File: config.mk
export PLATFORM = sky130hd
export DESIGN_NAME = imm_gen_pipe
export DESIGN_NICKNAME = d
export VERILOG_FILES = /design/src/rtl/imm_gen_pipe.sv
export SDC_FILE = /design/constraint.sdc
export NUM_CORES = 1
export LEC_CHECK = 0
export ABC_AREA = 1
export ABC_CLOCK_PERIOD_IN_PS = 4100
export CORE_MARGIN = 5
export CORE_UTILIZATION = 30
export CTS_CLUSTER_SIZE = 12
export DETAILED_ROUTE_END_ITERATION = 7
export PLACE_DENSITY_LB_ADDON = 0.15
export REMOVE_ABC_BUFFERS = 1
export SYNTH_ARGS = -nofsm -noshare
export SYNTH_HDL_FRONTEND = slang
export SYNTH_SLANG_ARGS = --single-unit
export TNS_END_PERCENT = 100
File: constraint.sdc
create_clock -name clk -period 4.1 [get_ports clk]
set_input_delay 0.615 -clock clk [delete_from_list [all_inputs] [get_ports clk]]
set_output_delay 0.615 -clock clk [all_outputs]
set_load 0.01 [all_outputs]
File: src/rtl/imm_gen_pipe.sv
// imm_gen_pipe: pipelined RV32I immediate generator (I/S/B/U/J/R) with pc+imm target,
// 1-cycle latency and a 2-entry output/skid buffer. Optional macro: IMM_GEN_ZIMM_EN.
module imm_gen_pipe #(
  parameter int XLEN = 32
) (
  input  logic            clk,
  input  logic            reset,
  input  logic            flush,
  input  logic            in_valid,
  output logic            in_ready,
  input  logic [31:0]     in_instr,
  input  logic [XLEN-1:0] in_pc,
  output logic            out_valid,
  input  logic            out_ready,
  output logic [31:0]     out_instr,
  output logic [XLEN-1:0] out_imm,
  output logic [2:0]      out_fmt,
  output logic [XLEN-1:0] out_target,
  output logic            out_illegal
);

  localparam logic [2:0] FMT_R   = 3'd0;
  localparam logic [2:0] FMT_I   = 3'd1;
  localparam logic [2:0] FMT_S   = 3'd2;
  localparam logic [2:0] FMT_B   = 3'd3;
  localparam logic [2:0] FMT_U   = 3'd4;
  localparam logic [2:0] FMT_J   = 3'd5;
  localparam logic [2:0] FMT_Z   = 3'd6;
  localparam logic [2:0] FMT_ILL = 3'd7;

  typedef struct packed {
    logic [31:0]     instr;
    logic [XLEN-1:0] imm;
    logic [2:0]      fmt;
    logic [XLEN-1:0] target;
    logic            illegal;
  } ent_t;

  ent_t       dec_s;
  ent_t       out_r;
  ent_t       skid_r;
  logic       out_valid_r;
  logic       skid_valid_r;
  logic [6:0] opcode_s;
  logic       in_ready_s;
  logic       in_fire_s;
  logic       load_out_s;

  // Every format is first assembled as a 32-bit signed value, then widened to XLEN.
  function automatic logic [XLEN-1:0] sext32(input logic [31:0] v);
    return XLEN'($signed(v));
  endfunction

  function automatic logic [XLEN-1:0] imm_i(input logic [31:0] i);
    return sext32({{20{i[31]}}, i[31:20]});
  endfunction

  assign opcode_s   = in_instr[6:0];
  assign in_ready_s = !skid_valid_r && !reset;
  assign in_fire_s  = in_valid && in_ready_s;
  assign load_out_s = !out_valid_r || out_ready;

  // Opcode decode: format, extended immediate, illegal flag and branch/jump target.
  always_comb begin
    dec_s         = '0;
    dec_s.instr   = in_instr;
    dec_s.imm     = {XLEN{1'b0}};
    dec_s.fmt     = FMT_ILL;
    dec_s.illegal = 1'b0;
    case (opcode_s)
      7'b0010011, 7'b0000011, 7'b1100111, 7'b0001111: begin
        dec_s.fmt = FMT_I;
        dec_s.imm = imm_i(in_instr);
      end
      7'b1110011: begin
`ifdef IMM_GEN_ZIMM_EN
        if (in_instr[14]) begin
          dec_s.fmt = FMT_Z;
          dec_s.imm = XLEN'({27'd0, in_instr[19:15]});
        end else begin
          dec_s.fmt = FMT_I;
          dec_s.imm = imm_i(in_instr);
        end
`else
        dec_s.fmt = FMT_I;
        dec_s.imm = imm_i(in_instr);
`endif
      end
      7'b0100011: begin
        dec_s.fmt = FMT_S;
        dec_s.imm = sext32({{20{in_instr[31]}}, in_instr[31:25], in_instr[11:7]});
      end
      7'b1100011: begin
        dec_s.fmt = FMT_B;
        dec_s.imm = sext32({{20{in_instr[31]}}, in_instr[7], in_instr[30:25],
                            in_instr[11:8], 1'b0});
      end
      7'b0110111, 7'b0010111: begin
        dec_s.fmt = FMT_U;
        dec_s.imm = sext32({in_instr[31:12], 12'h000});
      end
      7'b1101111: begin
        dec_s.fmt = FMT_J;
        dec_s.imm = sext32({{12{in_instr[31]}}, in_instr[19:12], in_instr[20],
                            in_instr[30:21], 1'b0});
      end
      7'b0110011: begin
        dec_s.fmt = FMT_R;
        dec_s.imm = {XLEN{1'b0}};
      end
      default: begin
        dec_s.fmt     = FMT_ILL;
        dec_s.imm     = {XLEN{1'b0}};
        dec_s.illegal = 1'b1;
      end
    endcase
    dec_s.target = in_pc + dec_s.imm;
  end

  // Output register plus skid entry; skid always drains into the output before new input.
  always_ff @(posedge clk) begin
    if (reset) begin
      out_r        <= '0;
      skid_r       <= '0;
      out_valid_r  <= 1'b0;
      skid_valid_r <= 1'b0;
    end else if (flush) begin
      out_valid_r  <= 1'b0;
      skid_valid_r <= 1'b0;
    end else if (load_out_s) begin
      if (skid_valid_r) begin
        out_r        <= skid_r;
        out_valid_r  <= 1'b1;
        skid_valid_r <= 1'b0;
      end else if (in_fire_s) begin
        out_r       <= dec_s;
        out_valid_r <= 1'b1;
      end else begin
        out_valid_r <= 1'b0;
      end
    end else if (in_fire_s) begin
      skid_r       <= dec_s;
      skid_valid_r <= 1'b1;
    end
  end

  assign in_ready    = in_ready_s;
  assign out_valid   = out_valid_r;
  assign out_instr   = out_r.instr;
  assign out_imm     = out_r.imm;
  assign out_fmt     = out_r.fmt;
  assign out_target  = out_r.target;
  assign out_illegal = out_r.illegal;

endmodule

### Wires at chosen ports, followed through buffers, run 1

Drawn at 2 px/um.
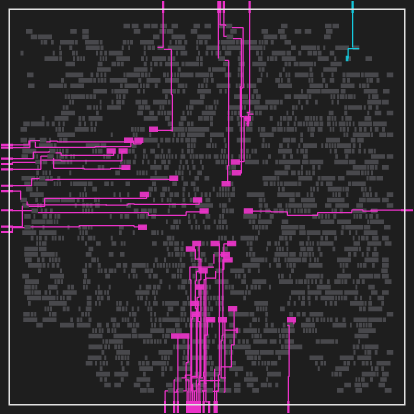
out_ready: in cyan, direction input, edge top, end cells 1, buffers 1, wire 28.8 um. in_pc: in magenta, direction input, edge 16 bottom, 10 left, 5 top, 1 right, end cells 35, buffers 32, wire 2260 um.
number of I/O pins: 171
Port Buffers: 170

### Sequential cells grouped by signal name, run 1

Drawn at 1.5 px/um. Other sequential cells in the stronger grey, the rest of the logic in the fainter grey.
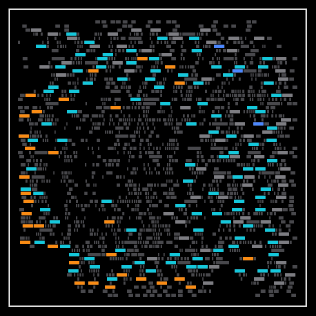
out_target: in orange, placed flops 32. skid_r: in cyan, placed flops 100, where all over the die. out_fmt: in blue, placed flops 3.
sequential cell power: 2.05 mW
Reg area: 0.00405 mm^2
flip-flop and latch share of the layout cell area: 28.2%
share of the core filled with cells in the final layout: 41.5%

### The clock network, run 1

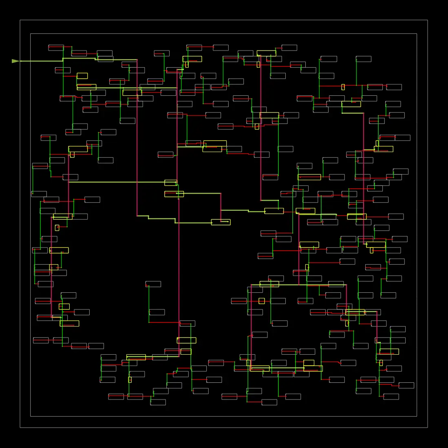
clock latency of the later-clocked register in the worst-skew pair: 540 ps
Clock buffer cells: 39
Flop Count: 202
setup skew after layout: 13.4 ps

### Signal wires by layer, run 1

Drawn at 2 px/um.
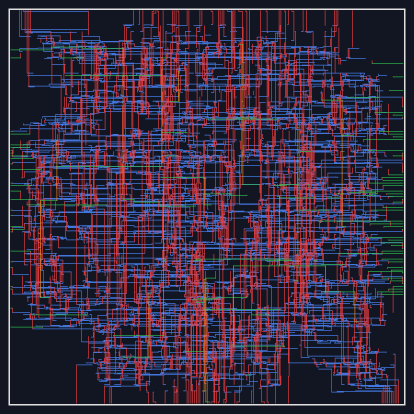
metal 1: in blue, wire length 19400 um. metal 2: in red, wire length 18000 um. metal 3: in green, wire length 1490 um. metal 4: in orange, wire length 775 um.
number of vias in the routed layout: 11.0k
routed length per instance: 17.4 um
all-layer global routing usage: 19.8%
post-detailed-routing wire length: 39.7 mm

==> Flow_metrics.wiki, run 1 <==
=== Synthesis and place and route ===
{| class="wikitable"
! Metric !! Value
|-
| Total half-perimeter wirelength after legalization and detailed placement || 27.5 mm
|-
| Register-to-Register Setup Slack || 1700 ps
|-
| Cells after synthesis || 1566
|-
| Critical path fanouts, max || 4
|-
| Worst slack at placement || -189 ps
|-
| Leakage dissipation || 6.83 nW
|-
| Crit. Startpoint || in_instr[0]
|-
| Async SR Flop Fraction || 0%
|-
| Std cell rows || 68
|-
| Post-Synthesis Cell Area || 0.0105 mm^2
|-
| Area contributors post-synth || sky130_fd_sc_hd__dfxtp_1 (39%), sky130_fd_sc_hd__nand2_1 (11%), sky130_fd_sc_hd__a21oi_1 (8.5%)
|-
| Remaining antenna violation count after routing || 0
|-
| Post-synth area from yosys stat || 0.0105 mm^2
|-
| Transition time at the pin with the least slew margin || 1010 ps
|-
| CP Class || input pin to flip-flop
|-
| Commonest cells post-synth || sky130_fd_sc_hd__nand2_1 (321), sky130_fd_sc_hd__dfxtp_1 (202), sky130_fd_sc_hd__nor2_1 (192)
|-
| Post-layout net count || 1911
|-
| Hold-fix buffers, CTS || 0
|-
| Yosys cell count || 1566
|-
| Largest net degree at the start of global routing || 121
|-
| Clock tree from TritonCTS || yes
|-
| Number of cells on the worst hold path || 2
|-
| First-pass iteration count of the detailed router || 5
|-
| Status || completed
|-
| # placed instances || 2237
|-
| CP Data Required Time || 4480 ps
|-
| Startpoint type of the worst setup path || input pin
|-
| Final Max Slew Viols || 0
|-
| Height of the chip || 197 um
|-
| Cell with the most instances on the worst path || sky130_fd_sc_hd__nand2_1
|-
| Worst r2r dst || out_target[18]$_SDFFE_PP0P_
|-
| Count of cells along the worst register-to-register path || 8
|-
| Share of cells above drive strength 1 || 11.3%
|-
| Chip Width || 197 um
|-
| Critical hold path startpoint || out_target[25]$_SDFFE_PP0P_
|-
| Post-synth tally of flip-flops with integrated enable || 0
|-
| Total CTS buffers || 26
|-
| H-tree levels || 1
|-
| Starting DRT DRC Count || 575
|-
| Peak VDD IR || 0.271 mV
|-
| DRC Markers || 0
|-
| Highest achievable clock rate || 267 MHz
|-
| Final Instance Area || 0.0143 mm^2
|-
| Area growth from synthesis to layout || 36.5%
|-
| Synthesized area per cell || 6.70 um^2
|-
| Vias in the first global route || 10.7k
|-
| Unrepaired setup endpoints after global routing || no
|-
| Final worst hold slack || 469 ps
|-
| Global-route wire length before repair || 61.8 mm
|-
| Arrival time reported for the critical path endpoint || 4130 ps
|}
[run 1: layout by cell type (no fill, tap or decap), types with 5 or more instances in the layout]
| master | synthesis | final |
|---|---|---|
| sky130_fd_sc_hd__a21o_1 | 5 | 5 |
| sky130_fd_sc_hd__a21oi_1 | 179 | 179 |
| sky130_fd_sc_hd__a31oi_1 | 35 | 35 |
| sky130_fd_sc_hd__buf_4 | 0 | 132 |
| sky130_fd_sc_hd__clkbuf_1 | 70 | 9 |
| sky130_fd_sc_hd__clkbuf_16 | 0 | 26 |
| sky130_fd_sc_hd__clkdlybuf4s50_1 | 0 | 169 |
| sky130_fd_sc_hd__clkinv_2 | 0 | 6 |
| sky130_fd_sc_hd__dfxtp_1 | 202 | 201 |
| sky130_fd_sc_hd__ha_1 | 31 | 31 |
| sky130_fd_sc_hd__inv_1 | 157 | 157 |
| sky130_fd_sc_hd__nand2_1 | 321 | 321 |
| sky130_fd_sc_hd__nand2_2 | 9 | 9 |
| sky130_fd_sc_hd__nand3_1 | 71 | 71 |
| sky130_fd_sc_hd__nand4_1 | 8 | 8 |
| sky130_fd_sc_hd__nor2_1 | 192 | 192 |
| sky130_fd_sc_hd__nor3_1 | 8 | 8 |
| sky130_fd_sc_hd__o2111ai_1 | 9 | 9 |
| sky130_fd_sc_hd__o211ai_1 | 18 | 18 |
| sky130_fd_sc_hd__o21ai_0 | 166 | 166 |
| sky130_fd_sc_hd__o21ai_1 | 11 | 11 |
| sky130_fd_sc_hd__o21bai_1 | 7 | 7 |
| sky130_fd_sc_hd__xor2_1 | 11 | 11 |
[run 1: cell families (layout without fill, tap and decap cells)]
| logic type | count (synthesis) | count (layout) | share of synthesized area, % |
|---|---|---|---|
| simple gates | 623 | 623 | 24.3 |
| compound gates | 443 | 443 | 22.9 |
| buf+inv | 252 | 516 | 9.23 |
| flops | 202 | 202 | 38.5 |
| fa+ha+maj | 32 | 32 | 3.89 |
| xor+xnor | 14 | 14 | 1.17 |
| other cells | 0 | 2 | 0 |
[run 1: power by group]
group	internal, mW	switching [mW]	leakage (nW)	total [mW]
logic	0.314	0.373	4.77	0.687
registers	2.02	0.0275	1.64	2.05
clock network	1.38	0.908	0.417	2.28
total	3.71	1.31	6.83	5.02
[run 1: critical path: cells and delay by family]
| kind | cells | cell delay, ps |
|---|---|---|
| and+or+nand+nor | 16 | 1850 |
| buffers and inverters | 6 | 990 |
| adders and majority gates | 2 | 630 |
| AOI/OAI and AO/OA | 1 | 60 |
[run 1: registers in the layout, indices dropped and copies added, names as in the netlist]
name          flops
out_imm          32
out_valid         1
out_fmt           3
skid_r          100
skid_valid_r      1
out_instr        32
out_target       32
out_illegal       1
[run 1: per-layer routing]
metal  global-route usage (%)  up-vias  share of wire [%]
met2                     32.5      187                 45
li1                         -     5663                  -
met3                     2.39       44                3.8
met5                        0        -                  0
met4                     4.19        0                2.0
met1                     28.0     5114                 49
[run 1: layout make-up]
class                   instances  area [um^2]
diodes                          2         5.00
clock buffers                  39          739
clock inverters                 9          115
fillers                      3678        20200
inverters                     163          614
multi-input cells            1112         5490
flip-flops and latches        202         4050
well taps                     455          569
repair buffers                305         2750
==> run 2, diff against run 1 <==
Settings changed: CAP_MARGIN set to 0.
### The clock network, run 2

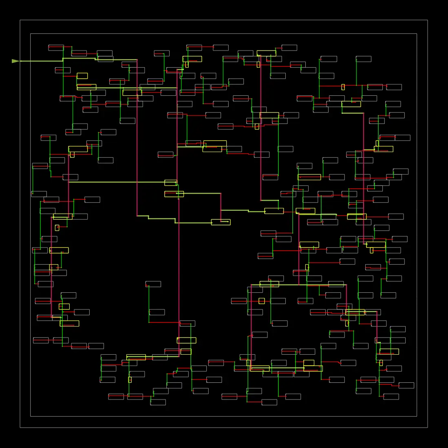
Clock group: 2.28 mW
total CTS buffers: 26
clock sinks: 202

==> Flow_metrics.wiki, run 2 <==
=== Synthesis and place and route ===
{| class="wikitable"
! Metric !! Value
|-
| Flip-flop count of the largest register after layout || 100
|-
| Std cell rows || 68
|-
| Routed length per instance || 17.4 um
|-
| Starting DRT DRC Count || 575
|-
| All-layer global routing usage || 19.8%
|-
| Global Route met1 Usage || 28.0%
|-
| Largest net degree at the start of global routing || 121
|-
| Critical path fanouts, max || 4
|-
| Worst hold-check path type || flip-flop to flip-flop
|-
| Final Max Slew Viols || 0
|-
| Top reg by flops || skid_r
|-
| Post-synth tally of flip-flops with integrated enable || 0
|-
| Worst slack at placement || -189 ps
|-
| Port Buffers || 170
|-
| Yosys cell count || 1566
|-
| Peak VDD IR || 0.271 mV
|-
| Number of vias in the routed layout || 11.0k
|-
| Commonest cells post-synth || sky130_fd_sc_hd__nand2_1 (321), sky130_fd_sc_hd__dfxtp_1 (202), sky130_fd_sc_hd__nor2_1 (192)
|-
| Status || completed
|-
| # placed instances || 2237
|-
| Chip Width || 197 um
|-
| First-pass iteration count of the detailed router || 5
|-
| Remaining antenna violation count after routing || 0
|-
| Height of the chip || 197 um
|-
| Highest achievable clock rate || 267 MHz
|-
| CP Class || input pin to flip-flop
|-
| Hold-fix buffers, CTS || 0
|-
| Async SR Flop Fraction || 0%
|-
| Cells after synthesis || 1566
|-
| Transition time at the pin with the least slew margin || 1010 ps
|-
| Startpoint type of the worst setup path || input pin
|-
| H-tree levels || 1
|-
| Crit. Startpoint || in_instr[0]
|-
| CP Data Required Time || 4480 ps
|-
| Leakage dissipation || 6.83 nW
|-
| DRC Markers || 0
|-
| Critical hold path startpoint || out_target[25]$_SDFFE_PP0P_
|-
| Setup skew after layout || 13.4 ps
|-
| Most common logic cells in the final layout || sky130_fd_sc_hd__nand2_1 (321), sky130_fd_sc_hd__dfxtp_1 (201), sky130_fd_sc_hd__nor2_1 (192)
|-
| Arrival time reported for the critical path endpoint || 4130 ps
|-
| Final worst hold slack || 469 ps
|-
| Global routing met3 resource utilization || 2.39%
|-
| Post-synth area from yosys stat || 0.0105 mm^2
|-
| Clock tree from TritonCTS || yes
|-
| Post-detailed-routing wire length || 39.7 mm
|-
| Post-layout net count || 1911
|-
| Core footprint || 0.0345 mm^2
|-
| Area growth from synthesis to layout || 36.5%
|-
| Most instantiated logic cell after routing || sky130_fd_sc_hd__nand2_1
|-
| Clock latency of the later-clocked register in the worst-skew pair || 540 ps
|-
| Gr busiest metal || met2
|-
| Unrepaired setup endpoints after global routing || no
|}
## run 2: cells by family (layout without fill, tap and decap cells)
kind of cell               after synthesis  count (layout)  share of synthesized area, %
buffers and inverters                  252             516                          9.23
and+or+nand+nor                        623             623                          24.3
xor gates and xnor gates                14              14                          1.17
adders and majority gates               32              32                          3.89
AOI/OAI and AO/OA                      443             443                          22.9
DFF                                    202             202                          38.5
other                                    0               2                             0
## run 2: final timing paths
check,endpoint,slack (ps),depth (start not counted)
worst min-delay path,out_target[25]$_SDFFE_PP0P_,470,2
worst min register to register,out_target[25]$_SDFFE_PP0P_,470,2
worst max-delay path,out_target[20]$_SDFFE_PP0P_,350,25
worst max register to register,out_target[18]$_SDFFE_PP0P_,1700,8
## run 2: where the power goes
group          internal, mW  switching (mW)  total, mW
logic                 0.314           0.373      0.687
registers              2.02          0.0275       2.05
clock network          1.38           0.908       2.28
## run 2: stage by stage
stage	util (%)	power, mW
after global routing	41.5	5.23
after floorplan	-	2.38
final	41.5	5.02
after detailed placement	39.0	2.78
after global placement	39.0	2.78
after CTS	41.4	5.10
## run 2: layout make-up
class / instances / area, um^2
multi-input cells: 1112 / 5490
clock buffers: 39 / 739
diodes: 2 / 5.00
well taps: 455 / 569
flip-flops and latches: 202 / 4050
fillers: 3678 / 20200
inverters: 163 / 614
clock inverters: 9 / 115
repair buffers: 305 / 2750
## run 2: worst max-delay path, cell delays in order
cell and delay [ps]:
sky130_fd_sc_hd__clkdlybuf4s50_1 510, sky130_fd_sc_hd__nand2_1 150, sky130_fd_sc_hd__inv_1 120, sky130_fd_sc_hd__nand3_1 100, sky130_fd_sc_hd__nor2_1 150, sky130_fd_sc_hd__inv_1 70, sky130_fd_sc_hd__nor2_1 170, sky130_fd_sc_hd__buf_4 140
sky130_fd_sc_hd__nand2_1 40, sky130_fd_sc_hd__nand2_1 190, sky130_fd_sc_hd__ha_1 240, sky130_fd_sc_hd__inv_1 60, sky130_fd_sc_hd__fa_1 390, sky130_fd_sc_hd__inv_1 90, sky130_fd_sc_hd__nand3_1 70, sky130_fd_sc_hd__nand2_1 130
sky130_fd_sc_hd__nand2_1 70, sky130_fd_sc_hd__nand2_1 160, sky130_fd_sc_hd__nand2_1 80, sky130_fd_sc_hd__nand2_1 120, sky130_fd_sc_hd__nand3_1 130, sky130_fd_sc_hd__nand3_1 110, sky130_fd_sc_hd__nand3_1 90, sky130_fd_sc_hd__nand2_1 90
sky130_fd_sc_hd__a21oi_1 60
## run 2: metal layers
metal | routed length [um] | vias up
met5 | 0 | -
met4 | 775 | 0
met3 | 1490 | 44
met2 | 18000 | 187
met1 | 19400 | 5114
li1 | - | 5663
==> run 3, diff against run 2 <==
Settings changed: ABC_AREA 1 to unset.
### The clock network, run 3

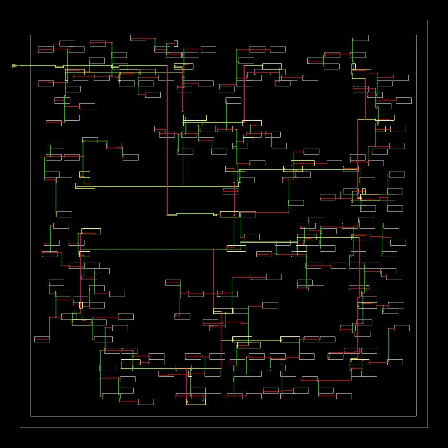
setup skew after layout: 7.91 ps
clock latency of the later-clocked register in the worst-skew pair: 510 ps
Clock group: 2.24 mW
Clock buffer cells: 36
total CTS buffers: 25

==> Flow_metrics.wiki, run 3 <==
=== Synthesis and place and route ===
{| class="wikitable"
! Metric !! Value
|-
| Unique cell type count in the Yosys netlist || 67
|-
| Crit. Startpoint || in_instr[6]
|-
| Clock tree from TritonCTS || yes
|-
| Critical path fanouts, max || 7
|-
| Peak VDD IR || 0.259 mV
|-
| Leakage dissipation || 5.57 nW
|-
| CTS Root Buffer Type || sky130_fd_sc_hd__clkbuf_16
|-
| Final worst path period need || 3870 ps
|-
| Commonest cells post-synth || sky130_fd_sc_hd__nand2_1 (219), sky130_fd_sc_hd__dfxtp_1 (202), sky130_fd_sc_hd__a21oi_1 (171)
|-
| Share of the clock period used by the worst path after layout || 94.3%
|-
| Highest cell delay on the worst timing path || 570 ps
|-
| Setup Viol. Count Final || 0
|-
| Die Outline Area || 0.0380 mm^2
|-
| Number of warnings in the stage logs || 25
|-
| Core footprint || 0.0336 mm^2
|-
| Starting DRT DRC Count || 436
|-
| Chip Width || 195 um
|-
| Post-detailed-routing wire length || 36.6 mm
|-
| DRC Markers || 0
|-
| # placed instances || 2009
|-
| Height of the chip || 195 um
|-
| Uppermost metal layer occupied by signal nets || met5
|-
| Area contributors post-synth || sky130_fd_sc_hd__dfxtp_1 (39%), sky130_fd_sc_hd__a21oi_1 (8.3%), sky130_fd_sc_hd__nand2_1 (8.0%)
|-
| Cell with the most instances on the worst path || sky130_fd_sc_hd__buf_4
|-
| Std cell rows || 67
|-
| Unrepaired setup endpoints after global routing || no
|-
| Largest net degree at the start of global routing || 75
|-
| Max-area cell share || 39.4%
|-
| First-pass iteration count of the detailed router || 7
|-
| Final-layout fill cell count || 3420
|-
| Highest achievable clock rate || 259 MHz
|-
| Antenna violations before repair || 1
|-
| Routed length per instance || 17.8 um
|-
| Last weighted congestion value of the routability-driven placer || 0.876
|-
| Area growth from synthesis to layout || 40.9%
|-
| Max-Cap Viols || 0
|-
| Yosys cell count || 1305
|-
| Clock group share of total power || 44.8%
|-
| Worst hold-check path type || flip-flop to flip-flop
|-
| Port Buffers || 170
|-
| Switching power || 1.24 mW
|-
| GRT Residual Overflow || 0
|-
| Global-route wire length before repair || 57.4 mm
|-
| Final Max Slew Viols || 0
|-
| Number of synthesized register bits || 202
|-
| Synthesized area per cell || 7.86 um^2
|-
| Internal power contribution || 3.75 mW
|-
| Post-synth tally of flip-flops with integrated enable || 0
|-
| Hold-fix buffers, CTS || 0
|-
| Total met3 wirelength after detailed routing || 1.85 mm
|-
| Startpoint type of the worst setup path || input pin
|-
| CP Data Required Time || 4460 ps
|-
| Critical hold path startpoint || skid_r[52]$_SDFFE_PP0P_
|-
| Flip-flop count of the largest register after layout || 100
|-
| Ordered cell list for the critical path || clkdlybuf4s50_1, buf_4, nor2_1, o21ai_0, a21oi_1, buf_4, a22o_1, ha_1, o211ai_1, o21ai_2, a21boi_2, o31ai_2, a211oi_1, buf_4, xor2_1, o22ai_1
|-
| Number of antenna cells inserted || 0
|-
| M1 WL || 17.3 mm
|-
| Status || completed
|-
| Vias in the first global route || 10.3k
|-
| Cells after synthesis || 1305
|-
| Proportion of power drawn by flip-flops and latches || 41.0%
|-
| Post-synth area from yosys stat || 0.0103 mm^2
|-
| Share of cells above drive strength 1 || 15.6%
|-
| Post-Synthesis Cell Area || 0.0103 mm^2
|-
| Top reg by flops || skid_r
|-
| Number of vias in the routed layout || 10.4k
|-
| Clock sinks || 202
|-
| Post-layout net count || 1689
|-
| Total half-perimeter wirelength after legalization and detailed placement || 26.8 mm
|-
| Most common logic cells in the final layout || sky130_fd_sc_hd__nand2_1 (219), sky130_fd_sc_hd__dfxtp_1 (201), sky130_fd_sc_hd__buf_4 (186)
|-
| Leading area contributor after synthesis || sky130_fd_sc_hd__dfxtp_1
|-
| Number of I/O pins || 171
|-
| All-layer global routing usage || 18.4%
|-
| Relative slew slack || 40.0%
|-
| Share of the core filled by cells before placement || 30.5%
|-
| H-tree levels || 1
|-
| RR Startpoint || skid_valid_r$_SDFFE_PP0P_
|-
| Most instantiated logic cell after routing || sky130_fd_sc_hd__nand2_1
|-
| Top FF cell, synth || sky130_fd_sc_hd__dfxtp_1
|-
| Remaining antenna violation count after routing || 0
|-
| Met2 wire length || 16.6 mm
|-
| Cell with the largest stage delay on the worst path || sky130_fd_sc_hd__clkdlybuf4s50_1
|-
| Async SR Flop Fraction || 0%
|-
| Arrival time reported for the critical path endpoint || 4230 ps
|-
| CP Class || input pin to flip-flop
|-
| Element type at the critical path end || flip-flop
|-
| Switching part of the total || 24.9%
|-
| Combinational fraction of design power || 14.2%
|-
| Transition time at the pin with the least slew margin || 900 ps
|}
run 3: what timing repair did:
| action | in CTS | in global routing |
|---|---|---|
| hold endpoints to repair | 0 | 0 |
| setup endpoints to repair | 0 | 14 |
| buffers inserted | 0 | 0 |
| gates resized | 0 | 8 |
run 3: worst paths after layout:
path	end	slack (ps)	cells past startpoint
worst max-delay path	out_target[31]$_SDFFE_PP0P_	230	16
worst min register to register	skid_r[52]$_SDFFE_PP0P_	450	2
worst max register to register	out_target[28]$_SDFFE_PP0P_	1400	8
worst min-delay path	skid_r[52]$_SDFFE_PP0P_	450	2
run 3: cell families after synthesis:
kind of cell	share of synthesized area, %
AND/OR/NAND/NOR	20.0
AND-OR/OR-AND	26.0
flip-flops	39.4
buffers and inverters	4.55
multiplexers	3.80
adder cells (fa/ha/maj)	4.07
XOR/XNOR	2.13
run 3: area by class of cell:
class / instances / area [um^2] / share of cell area [%]
well taps: 448 / 561 / 3.88
clock inverters: 7 / 110 / 0.762
inverters: 19 / 71.3 / 0.493
flip-flops and latches: 202 / 4050 / 28.0
repair buffers: 358 / 3140 / 21.7
clock buffers: 36 / 717 / 4.96
multi-input cells: 982 / 5810 / 40.2
run 3: layer usage:
layer	up-vias	global-route usage, %
met4	2	4.63
li1	5210	-
met3	56	3.45
met1	4891	24.9
met5	-	0
met2	224	30.4
run 3: critical path: cells and delay by family:
kind	cells	cell delay (ps)
buffers and inverters	4	1100
XOR/XNOR	1	180
adder cells (fa/ha/maj)	1	380
AND/OR/NAND/NOR	1	50
AND-OR/OR-AND	9	1900
run 3: per-stage QoR:
| stage | setup WS [ps] | instance area [um^2] | util (%) | power [mW] | hold slack (ps) |
|---|---|---|---|---|---|
| floorplan | -5610 | 9860 | - | 2.37 | 417 |
| global placement | -303 | 13600 | 40.4 | 2.80 | 436 |
| detailed placement | -344 | 13600 | 40.4 | 2.80 | 442 |
| CTS | 191 | 14400 | 42.9 | 5.08 | 450 |
| global route | 8.26 | 14500 | 43.0 | 5.22 | 466 |
| finish | 234 | 14500 | 43.0 | 4.99 | 449 |
run 3: power groups by stage:
stage	sequential, mW	clock, mW	combinational [mW]
final	2.04	2.24	0.711
after global routing	2.05	2.40	0.774
after CTS	2.04	2.32	0.716
after detailed placement	2.09	0	0.712
after global placement	2.09	0	0.713
after floorplan	2.11	0	0.265
No activity file was given, so power comes from the tool's default toggle rates.
